File: config.mk
export PLATFORM = sky130hd
export DESIGN_NAME = tx_echo_fifo
export DESIGN_NICKNAME = d
export VERILOG_FILES = /design/src/rtl/tx_echo_fifo.sv
export SDC_FILE = /design/constraint.sdc
export NUM_CORES = 1
export LEC_CHECK = 0
export CAP_MARGIN = 25
export CORE_ASPECT_RATIO = 0.8
export CORE_MARGIN = 8
export CORE_UTILIZATION = 54
export DETAILED_ROUTE_END_ITERATION = 8
export HOLD_SLACK_MARGIN = 0.08
export PLACE_DENSITY = 0.85
export SLEW_MARGIN = 20
export SYNTH_ARGS = -nofsm -noshare
export SYNTH_HDL_FRONTEND = slang
export SYNTH_SLANG_ARGS = --single-unit
File: constraint.sdc
create_clock -name clk_i -period 3.04 [get_ports clk_i]
set_clock_uncertainty 0.15 [all_clocks]
set_input_delay 0.608 -clock clk_i [delete_from_list [all_inputs] [get_ports clk_i]]
set_output_delay 0.608 -clock clk_i [all_outputs]
set_load 0.02 [all_outputs]
File: src/rtl/tx_echo_fifo.sv
// Byte FIFO plus transmit sequencer: absorbs parser bursts and feeds the UART
// one byte per tx_irq pulse, only while the UART is idle.
module tx_echo_fifo #(
    parameter int DEPTH_LOG2       = 4,
    parameter int DATA_WIDTH       = 8,
    parameter int BUSY_TIMEOUT_CLK = 7,
    parameter int TX_GAP_CLK       = 2
) (
    input  logic                  clk_i,
    input  logic                  rst_i,
    input  logic                  wr_en_i,
    input  logic [DATA_WIDTH-1:0] wr_data_i,
    input  logic                  flush_i,
    output logic                  tx_irq_o,
    output logic [DATA_WIDTH-1:0] tx_data_o,
    input  logic                  tx_busy_i,
    output logic                  empty_o,
    output logic                  full_o,
    output logic [DEPTH_LOG2:0]   level_o,
    output logic [7:0]            drop_cnt_o
);
    localparam int DEPTH = 2 ** DEPTH_LOG2;
    localparam int TW    = 8;

    typedef enum logic [2:0] {IDLE, ISSUE, WAIT_BUSY, WAIT_DONE, GAP} state_t;

    state_t                  state_q, state_d;
    logic [DATA_WIDTH-1:0]   mem [DEPTH];
    logic [DEPTH_LOG2:0]     wr_ptr, rd_ptr;
    logic [TW-1:0]           tmr;
    logic                    wr_acc, pop, gap_done;

    assign empty_o = (wr_ptr == rd_ptr);
    assign full_o  = (wr_ptr[DEPTH_LOG2] != rd_ptr[DEPTH_LOG2]) &&
                     (wr_ptr[DEPTH_LOG2-1:0] == rd_ptr[DEPTH_LOG2-1:0]);
    assign level_o = wr_ptr - rd_ptr;

    // A flush swallows a same-cycle write; a pop never frees room for a write while full.
    assign wr_acc   = wr_en_i && !full_o && !flush_i;
    assign pop      = (state_d == ISSUE);
    assign gap_done = (TX_GAP_CLK <= 1) || (tmr >= TW'(TX_GAP_CLK - 1));

    always_comb begin
        state_d = state_q;
        case (state_q)
            IDLE:      if (!empty_o && !flush_i) state_d = ISSUE;
            ISSUE:     state_d = WAIT_BUSY;
            WAIT_BUSY: begin
                if (tx_busy_i)                              state_d = WAIT_DONE;
                else if (tmr == TW'(BUSY_TIMEOUT_CLK - 1))  state_d = GAP;
            end
            WAIT_DONE: if (!tx_busy_i) state_d = GAP;
            GAP:       if (gap_done) state_d = IDLE;
            default:   state_d = IDLE;
        endcase
    end

    always_ff @(posedge clk_i) begin
        if (wr_acc) mem[wr_ptr[DEPTH_LOG2-1:0]] <= wr_data_i;
    end

    // The byte is fetched on the edge entering ISSUE so data and irq appear together.
    always_ff @(posedge clk_i) begin
        if (rst_i) begin
            state_q    <= IDLE;
            wr_ptr     <= '0;
            rd_ptr     <= '0;
            tmr        <= '0;
            tx_irq_o   <= 1'b0;
            tx_data_o  <= '0;
            drop_cnt_o <= '0;
        end else begin
            state_q  <= state_d;
            tx_irq_o <= pop;
            if (wr_acc) wr_ptr <= wr_ptr + 1'b1;
            if (flush_i) begin
                rd_ptr <= wr_ptr;
            end else if (pop) begin
                rd_ptr    <= rd_ptr + 1'b1;
                tx_data_o <= mem[rd_ptr[DEPTH_LOG2-1:0]];
            end
            if (wr_en_i && full_o && !flush_i && drop_cnt_o != 8'hFF)
                drop_cnt_o <= drop_cnt_o + 8'd1;
            if (state_d != state_q)
                tmr <= '0;
            else if (state_q == WAIT_BUSY || state_q == GAP)
                tmr <= tmr + 1'b1;
        end
    end
endmodule

### Routing congestion

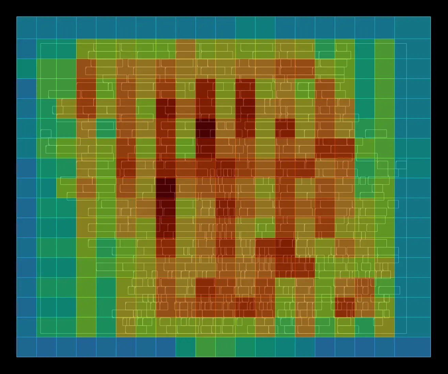
post-layout util: 64.78%
GRT met1 Usage: 24.51%
met3 Use GR: 6.729%
wire per inst: 22.67 um
GRT Util Overall: 19.56%

==> out/metrics.yaml <==
run_status:
  status: "complete, no violations"
pwr:
  power_per_cell_area_nw_per_um2: 616.2
  p_comb_mw: 0.469
  sequentialPowerShare_pct: 49.0
  combPwrFrac_pct: 9.2
  pg_clk_mw: 2.13
  swShare_pct: 23.49
  clkPwrFrac_pct: 41.8
  p_int_mw: 3.902
  pg_seq_mw: 2.50
global_routing:
  antenna_found_initial: 0
  grt_overflow_total: 0
  met2_usage_pct: 30.44
  grt_pass1_vias: 4256
  grt_busiest_layer: "met2"
cts:
  root_buffer: "clkbuf_16"
  clk_path_buf_depth: 2
  htree_levels: 4
  postCtsHoldBufs: 0
  clock-sinks: 166
logic_synthesis:
  adder_share_pct: 2.774
  synth_cell_type_count: 58
  avgSynthCellArea_sq_um: 16.10
  syn-instance-count: 437
  synth.area.mux_share_pct: 13.53
  edf_count: 128
  ys.flop_type: "edfxtp_1"
  synth_area_sq_um: 7035
  synth_xor_xnor_area_share_pct: 2.454
  top_logic_kind: "multiplexers"
  top_area_share_pct: 54.63
  ys_seq_share_pct: 65.45
  synthTopCellsByCount: "edfxtp_1, dfxtp_1, mux4_2"
  synthArstFlopShare_pct: 0
  top_cells_by_area: "edfxtp_1, dfxtp_1, mux4_2, mux2i_1, ha_1"
  yosysMostFrequentCell: "edfxtp_1"
  yosysWarnings: 0
  numSynthFlops: 166
  fp_nets: 465
  yosysChipArea_sq_um: 7035
routing:
  detail_route.first_pass.iterations: 5
  vias_per_cell: 6.095
  drtAntennaViolNets: 0
  drc_errors: 0
die:
  fp-row-count: 37
  fp.dieW_um: 143.6
  fp_util_pct: 55.06
  core_sq_um: 12780
  die_area_sq_um: 16960
worst_hold_path:
  hold-path-endpoint: "drop_cnt_o[6]"
  holdPathStages: 2
  hold_path_class: "flop to flop"
worst_setup_path:
  r2r_slack_ns: 0.44
  startpoint_type: "flop"
  r2r_end: "drop_cnt_o[3]"
  crit_type: "flop to primary output"
  cp.required_ns: 2.28
  crit_end: "level_o[3]"
  crit_start: "rd_ptr[1]"
  worstReg2RegStart: "rd_ptr[3]"
  reg2regPathDepth: 6
  path_max_fanout: 6
  worstSetupEndpointType: "primary output"
timing:
  clock.fmax_mhz: 349.1
  hold_viol: 0
  relSlewSlack_pct: 51.47
  worst_pin_slew_ns: 0.7272
  final_max_slew_viol_count: 0
  finalClockPeriodUsage_pct: 94.21
  setup_viol: 0
  period_minus_slack_ns: 2.864
place:
  portBuffers: 36
  dpl_cell_area_sq_um: 7692
cells_and_area:
  n_antenna_cell: 0
  syn_to_final_growth_pct: 17.64
  stdcell_area_sq_um: 8277
  drive_above_1_share_pct: 22.50
  final_nets: 526
  largest_reg_flops: 128
job:
  cap_viol_max_count: 0
### M3 wires

(2 px per um)
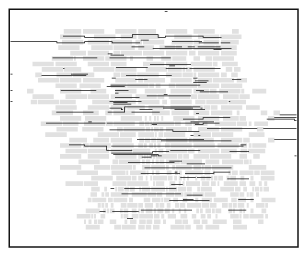
share of all routed wire: 10%
nets with wire on the layer: 78
longest straight run: 65.8 um
wire length on this layer: 1,570 um
main direction: horizontal
routed wire length: 15,550 um
routed vias: 4,181

area by class of cell:
type	instances	area (sq um)
Clock inverter	15	165.2
Clock buffer	17	425.4
Multi-Input combinational cell	236	2252
Tap cell	175	219.0
Fill cell	892	4501
Inverter	14	52.55
Sequential cell	166	4607
Timing Repair Buffer	63	555.5
metrics by stage:
stage                     cells  total power, mW  setup WS [ns]  setup TNS (ns)
after global routing        686            5.267        0.03596               0
after detailed placement    654            3.022         0.1983               0
after global placement      654            3.006         0.2662               0
after CTS                   686            5.149        0.05185               0
final                       686            5.100         0.1759               0
after floorplan             437            2.845        -0.1625          -3.900
cells in the final DEF, fill, tap and decap left out, types with 2 or more instances in the layout:
master	synthesis	layout
edfxtp_1	128	128
dfxtp_1	38	36
mux4_2	32	32
clkdlybuf4s50_1	0	30
buf_4	2	27
nor2_1	26	26
mux2i_1	22	22
clkbuf_16	0	17
nor3_1	16	16
ha_1	14	14
inv_1	13	13
o21ai_0	13	13
a21oi_1	12	12
xnor2_1	12	12
nand2_1	11	11
nand3_1	10	10
a221oi_2	7	7
inv_6	0	6
nor4_1	4	4
xor2_1	4	4
or4_1	4	4
dlygate4sd2_1	0	4
nand4_1	3	3
nand2b_1	3	3
a22oi_1	3	3
o22ai_1	3	3
o31ai_1	3	3
or3_1	3	3
a21o_1	2	2
nor2b_1	2	2
a2bb2oi_1	2	2
nor2_4	2	2
bufinv_16	0	2
clkinvlp_4	0	2
clkinv_4	0	2
dfxtp_2	0	2
routing by layer:
metal	share of wire, %	vias to the layer above
met5	0	-
met3	10	27
li1	-	1846
met2	49	200
met4	2.2	0
met1	38	2108
critical path, cell delays in order (launching register included):
cell and delay (ns):
dfxtp_1 0.47, inv_2 0.07, ha_1 0.30, a21o_1 0.16, a21oi_1 0.17, xnor2_1 0.14, dlygate4sd2_1 0.36
Power and IR drop assume default switching activity.
